===== src/rtl/alu_sched_pkg.sv =====
// Shared types and result-word field layout for the subtract-unit scheduler.
package alu_sched_pkg;

    typedef enum logic [1:0] {
        IDLE = 2'd0,
        WAIT = 2'd1,
        RESP = 2'd2
    } state_t;

    localparam int SUB_RES_W = 13;
    localparam int MAG_LSB   = 0;
    localparam int MAG_MSB   = 7;
    localparam int NEG_BIT   = 9;

    // Bits 12:10 and 8 must read back as zero from a healthy subtract unit.
    localparam logic [SUB_RES_W-1:0] RSVD_MASK = 13'h1D00;

endpackage


===== src/rtl/arb2_rr.sv =====
// Two-way request arbiter; round-robin when ALU_SUB_SCHED_RR_EN is defined,
// otherwise fixed priority with requester 0 always winning.
module arb2_rr (
    input  logic       clk,
    input  logic       rst_n,
    input  logic [1:0] req,
    input  logic       accept,
    output logic [1:0] gnt
);

`ifdef ALU_SUB_SCHED_RR_EN
    // prio_q=1 means requester 1 wins the next contention
    logic prio_q;
    logic prio_d;

    always_comb begin
        gnt = req;
        if (req == 2'b11) begin
            gnt = prio_q ? 2'b10 : 2'b01;
        end
    end

    // Pointer only moves on an actual accept, never on a bare grant.
    always_comb begin
        prio_d = prio_q;
        if (accept) begin
            prio_d = gnt[0];
        end
    end

    always_ff @(posedge clk or negedge rst_n) begin
        if (!rst_n) begin
            prio_q <= 1'b0;
        end else begin
            prio_q <= prio_d;
        end
    end
`else
    logic unused_ok;
    assign unused_ok = ^{clk, rst_n, accept};

    always_comb begin
        gnt = 2'b00;
        if (req[0]) begin
            gnt = 2'b01;
        end else if (req[1]) begin
            gnt = 2'b10;
        end
    end
`endif

endmodule


===== src/rtl/alu_sub_sched.sv =====
// Shares one registered magnitude-subtract unit between two requesters.
// Arbitration mode selected by ALU_SUB_SCHED_RR_EN (see arb2_rr).
//
// state | meaning
// IDLE  | no operation in flight, grant offered to a pending requester
// WAIT  | operands on sub_x/sub_y, counting down the unit latency
// RESP  | result held for the owner until it asserts rsp_ready
module alu_sub_sched
    import alu_sched_pkg::*;
#(
    parameter int SUB_LAT = 1,
    parameter int CNT_W   = 16
) (
    input  logic                 clk,
    input  logic                 rst_n,
    input  logic [1:0]           req_valid,
    input  logic [7:0]           req_a0,
    input  logic [7:0]           req_b0,
    input  logic [7:0]           req_a1,
    input  logic [7:0]           req_b1,
    output logic [1:0]           req_ready,
    output logic [1:0]           rsp_valid,
    input  logic [1:0]           rsp_ready,
    output logic [7:0]           rsp_mag,
    output logic                 rsp_neg,
    output logic [7:0]           sub_x,
    output logic [7:0]           sub_y,
    input  logic [SUB_RES_W-1:0] sub_res,
    output logic                 fmt_err,
    output logic [CNT_W-1:0]     ops_done,
    output logic                 busy
);

    localparam logic [2:0] CNT_INIT = 3'(SUB_LAT - 1);

    state_t           state_q, state_d;
    logic [2:0]       cnt_q, cnt_d;
    logic             owner_q, owner_d;
    logic [7:0]       sub_x_q, sub_x_d;
    logic [7:0]       sub_y_q, sub_y_d;
    logic [7:0]       rsp_mag_q, rsp_mag_d;
    logic             rsp_neg_q, rsp_neg_d;
    logic             fmt_err_q, fmt_err_d;
    logic [CNT_W-1:0] ops_done_q, ops_done_d;

    logic [1:0] gnt;
    logic       accept;

    arb2_rr u_arb (
        .clk    (clk),
        .rst_n  (rst_n),
        .req    (req_valid),
        .accept (accept),
        .gnt    (gnt)
    );

    assign req_ready = (state_q == IDLE) ? gnt : 2'b00;
    assign accept    = |(req_valid & req_ready);

    always_comb begin
        state_d    = state_q;
        cnt_d      = cnt_q;
        owner_d    = owner_q;
        sub_x_d    = sub_x_q;
        sub_y_d    = sub_y_q;
        rsp_mag_d  = rsp_mag_q;
        rsp_neg_d  = rsp_neg_q;
        fmt_err_d  = fmt_err_q;
        ops_done_d = ops_done_q;

        case (state_q)
            IDLE: begin
                if (accept) begin
                    owner_d = gnt[1];
                    sub_x_d = gnt[1] ? req_a1 : req_a0;
                    sub_y_d = gnt[1] ? req_b1 : req_b0;
                    cnt_d   = CNT_INIT;
                    state_d = WAIT;
                end
            end
            WAIT: begin
                if (cnt_q == 3'd0) begin
                    rsp_mag_d = sub_res[MAG_MSB:MAG_LSB];
                    rsp_neg_d = sub_res[NEG_BIT];
                    fmt_err_d = fmt_err_q | (|(sub_res & RSVD_MASK));
                    state_d   = RESP;
                end else begin
                    cnt_d = cnt_q - 3'd1;
                end
            end
            RESP: begin
                if (rsp_ready[owner_q]) begin
                    ops_done_d = ops_done_q + CNT_W'(1);
                    state_d    = IDLE;
                end
            end
            default: state_d = IDLE;
        endcase
    end

    always_ff @(posedge clk or negedge rst_n) begin
        if (!rst_n) begin
            state_q    <= IDLE;
            cnt_q      <= 3'd0;
            owner_q    <= 1'b0;
            sub_x_q    <= 8'd0;
            sub_y_q    <= 8'd0;
            rsp_mag_q  <= 8'd0;
            rsp_neg_q  <= 1'b0;
            fmt_err_q  <= 1'b0;
            ops_done_q <= '0;
        end else begin
            state_q    <= state_d;
            cnt_q      <= cnt_d;
            owner_q    <= owner_d;
            sub_x_q    <= sub_x_d;
            sub_y_q    <= sub_y_d;
            rsp_mag_q  <= rsp_mag_d;
            rsp_neg_q  <= rsp_neg_d;
            fmt_err_q  <= fmt_err_d;
            ops_done_q <= ops_done_d;
        end
    end

    assign rsp_valid = (state_q == RESP) ? (owner_q ? 2'b10 : 2'b01) : 2'b00;
    assign rsp_mag   = rsp_mag_q;
    assign rsp_neg   = rsp_neg_q;
    assign sub_x     = sub_x_q;
    assign sub_y     = sub_y_q;
    assign fmt_err   = fmt_err_q;
    assign ops_done  = ops_done_q;
    assign busy      = (state_q != IDLE);

endmodule

===== config.mk =====
export PLATFORM = sky130hd
export DESIGN_NAME = alu_sub_sched
export DESIGN_NICKNAME = d
export VERILOG_FILES = /design/src/rtl/alu_sched_pkg.sv /design/src/rtl/arb2_rr.sv /design/src/rtl/alu_sub_sched.sv
export SDC_FILE = /design/constraint.sdc
export NUM_CORES = 1
export LEC_CHECK = 0
export CORE_UTILIZATION = 41
export DETAILED_ROUTE_END_ITERATION = 10
export PLACE_DENSITY = 0.82
export SYNTH_ARGS = -nofsm -noshare
export SYNTH_HDL_FRONTEND = slang
export SYNTH_HIERARCHICAL = 1
export SYNTH_SLANG_ARGS = --single-unit

===== constraint.sdc =====
create_clock -name clk -period 1.8 [get_ports clk]
set_input_delay 0.18 -clock clk [delete_from_list [all_inputs] [get_ports clk]]
set_output_delay 0.18 -clock clk [all_outputs]
set_load 0.02 [all_outputs]

==> Changelog: implementation <==
## Implementation

- Status: finished, final reports clean
- Pre-antenna DRT Iters: 4
- Syn Area/Cell: 11.80 sq um
- Post-CTS setup buffers: 0
- # nets final: 344
- Post-synth EDFFs: 0
- Finished Layout Cells: 361
- Async SR Flop Fraction: 100.0%
- Post-synthesis cell type count: 30
- Max clock buf depth: 2
- Crit. Startpoint: state_q[1]
- Max Cap Violations: 0
- Placed cells: 352
- Peak supply drop: 671.4 uV
- Tool warning count: 27
- CP max FO: 7
- First-pass GRT wire length: 7907 microns
- Final instance area: 3359 sq um
- Slew Limit Fails: 0
- Clk root buf: clkbuf_8
- Cycle use final: 94.49%
- Clk sink count: 48
- Share of layout cells above drive strength 1: 12.03%
- Chip Width: 74.98 microns
- Ant. Diodes: 0
- Cell type with the largest total area: dfrtp_1
- H-tree levels: 2
- Unrepaired setup endpoints after global routing: false
- Core Rows: 26
- Seq share, synth: 55.01%
- Die Area: 5621 sq um
- Critical path launch point type: flip-flop
- Top Metal Used: met4
- Clock Latency Late Sink: 0.30 ns
- Reg clk slew, reported paths: 0.09 ns
- Core footprint: 5107 sq um
- Die Ht: 74.98 microns
- Initial antenna violation count: 0
- Worst setup EP type: output pin
- Top cells excl fill/tap: clkdlybuf4s50_1 (92), dfrtp_1 (47), nor2_1 (19), mux2i_1 (19), a21oi_1 (16)
- Most frequent logic cell in the layout: clkdlybuf4s50_1
- Main synth FF type: dfrtp_1
- Worst EP arrival: 1.52 ns
- Floorplan Nets: 239
- CP Class: reg -> out
- Final TNS setup: 0 ns
- Worst setup margin: 0.09919 ns
- Relative slew slack: 57.74%
- # fillers: 419
- Iter 0 DRT Violations: 32
- DP Area: 3263 sq um
- Ys Warns: 6
- Final Setup Violations: 0
- Pin count of the biggest net entering global routing: 26
- Remaining DRCs: 0
- Worst Tran Pin Value: 0.6163 ns
- Number of global-route vias before repair: 1701
- Pwr/cell area: 1294 nW/um^2
- Vias/cell: 4.803
- RePlAce Congestion: 0.7863
- Min Tclk post-route: 1.701 ns
- Pre-Place Util: 42.75%
- Placement Setup Slack: 0.03145 ns
- Hpwl dp: 3727 microns
- Syn Std Cell Area: 2183 sq um
- Fin. Hold Viols: 0
- Final ANT Viol Nets: 0
- Metal2 WL: 2420 microns
- Yosys reg bits: 48
- Worst endpoint required time: 1.62 ns
- Post-synth area hogs: dfrtp_1 (55%), mux2i_1 (8.7%), mux2_2 (5.7%), xnor2_1 (4.8%), a21oi_1 (3.7%)
- Met3 routed WL: 365 microns
- Hold Crit Class: in -> async
- Final Skew: 0.01611 ns
- Leakage: 1.415 nW
- F_max: 588.0 MHz
- CTS Buf Count: 5
- Yosys cell count: 185
- Met1 wire length: 1896 microns
- TritonCTS clock tree: yes
- FF-to-FF Start: state_q[0]
- Gr ovfl total: 0
- Yosys stat area: 2183 sq um
- Max-area cell share: 55.01%
- Post-Syn Instances: 185
- Area grow syn2layout: 53.87%
sequential cells by signal, indices dropped and copies added, names as in the netlist:
signal,flops
rsp_mag,8
cnt_q,3
sub_x,8
owner_q,1
fmt_err,1
state_q,2
rsp_neg,1
sub_y,8
ops_done,16
per-layer routing:
layer	vias up	track usage (%)
li1	847	-
met5	-	0
met1	818	21.92
met2	63	32.73
met3	6	6.827
met4	0	4.403
Yosys cell counts, drive strengths merged (2+ instances only):
master / number
nand2b: 4
buf: 7
mux2: 11
a21oi: 16
mux2i: 19
and3: 5
nand3: 9
nand4: 3
o22ai: 2
ha: 3
nor2: 21
nand2: 5
inv: 4
xor2: 3
nor3: 2
xnor2: 12
dfrtp: 48
and2: 2
cells by family after synthesis:
family,Yosys count,synth area share (%)
XOR/XNOR,15,6.017
adder cells (fa/ha/maj),3,1.719
flip-flops,48,55.01
buffers and inverters,11,2.464
multiplexers,30,14.38
AND/OR/NAND/NOR,56,14.84
AND-OR/OR-AND,22,5.559
timing repair:
item,CTS,global route
hold endpoints to repair,23,0
hold buffers,1,0
gates resized,4,2
setup endpoints to repair,4,1
power breakdown:
part,switching (mW),leakage (nW),total [mW],internal (mW)
registers,0.268,0.580,1.70,1.43
logic,0.987,0.787,2.02,1.03
clock network,0.354,0.0479,0.625,0.271
layout make-up:
cell class | count | area [sq um] | share of cell area [%]
clock buffer | 5 | 68.82 | 2.048
sequential | 48 | 1202 | 35.79
tap | 70 | 87.58 | 2.607
inverter | 4 | 15.01 | 0.4469
clock inverter | 3 | 18.77 | 0.5587
multi-input combinational | 126 | 930.9 | 27.71
timing repair buffer | 105 | 1036 | 30.84
worst max-delay path: stages, from the launching register on:
cell,delay [ns]
dfrtp_2,0.47
nor2_2,0.15
inv_1,0.06
clkdlybuf4s50_1,0.54
through the flow:
| stage | power, mW | hold WS (ns) | util [%] |
|---|---|---|---|
| finish | 4.347 | 0.3989 | 65.78 |
| global route | 4.619 | 0.4685 | 65.78 |
| CTS | 4.383 | 0.4127 | 65.70 |
| detailed placement | 3.766 | 0.2091 | 63.89 |
| global placement | 3.715 | 0.2042 | 63.89 |
| floorplan | 2.708 | -0.1156 | - |
final timing paths:
path	slack (ns)	cells after the start	to
worst max-delay path	0.1	3	busy
worst min-delay path	0.40	2	sub_y[4]
worst max register to register	0.25	4	ops_done[10]
worst min register to register	0.47	1	ops_done[15]
max in group asynchronous	0.87	3	ops_done[5]
min in group clk	0.47	1	ops_done[15]
Where the registers sit:
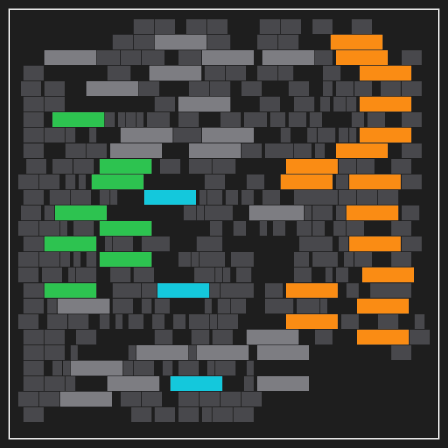
legend:
  ops_done:
    color: orange
    placed_flops: 16
  cnt_q:
    color: cyan
    placed_flops: 3
  sub_y:
    color: green
    placed_flops: 8
    where: left middle
not colored: 21
Core Util, Final: 65.78%
Flop area: 1202 sq um
fraction of area in registers: 35.79%

Met2 routing:
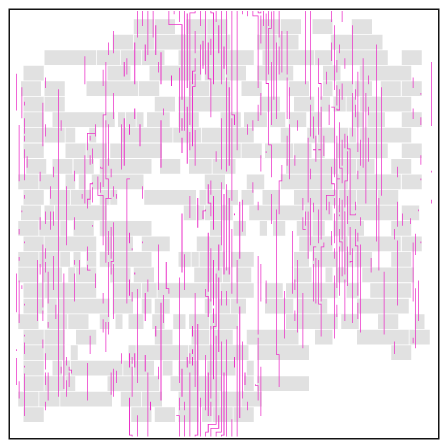
nets with wire on the layer: 301
longest straight run: 53.7 microns
wire length on this layer: 2420 microns
main direction: vertical
GR Util met2: 32.73%
number of vias in the routed layout: 1734
WL final: 4726 microns

M1 wires:
Supply wires on this layer in gray.
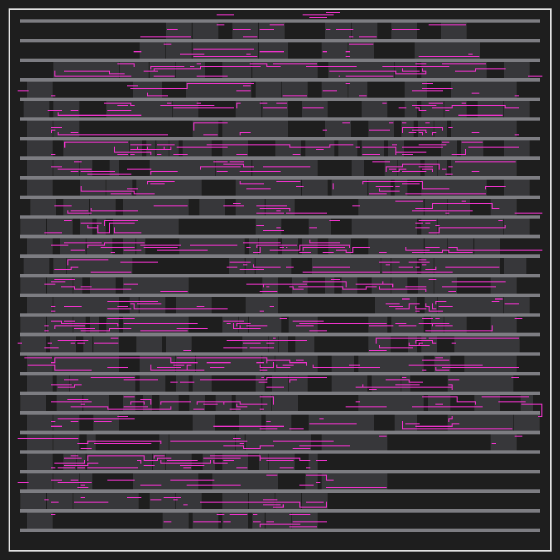
share of all routed wire: 40%
wire length on this layer: 1900 microns
met1 usage: 21.92%

Nets reached from selected ports:
Scale bar: 20 microns.
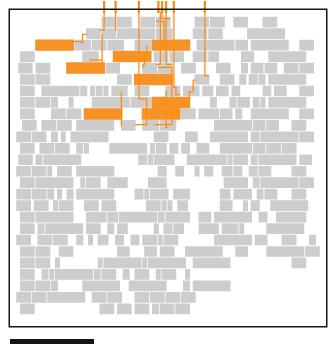
legend:
  rsp_mag:
    color: orange
    direction: output
    edge: top
    end_cells: 8
    buffers: 8
    wire: 194 microns
IO Port Bufs: 97
IO Count: 98

Track usage over the die:
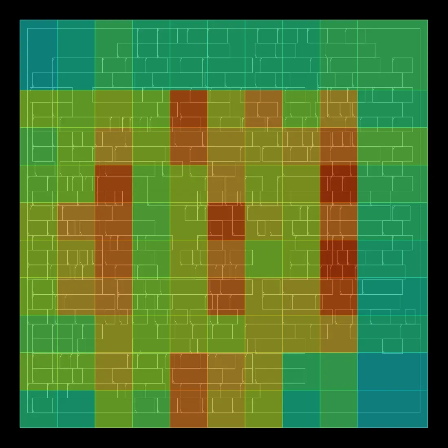
DR WL/cell: 13.09 microns
Total GRT Usage: 18.71%
GRT busiest layer: met2

Power figures rest on the tool's default switching activity, not on a simulated workload.
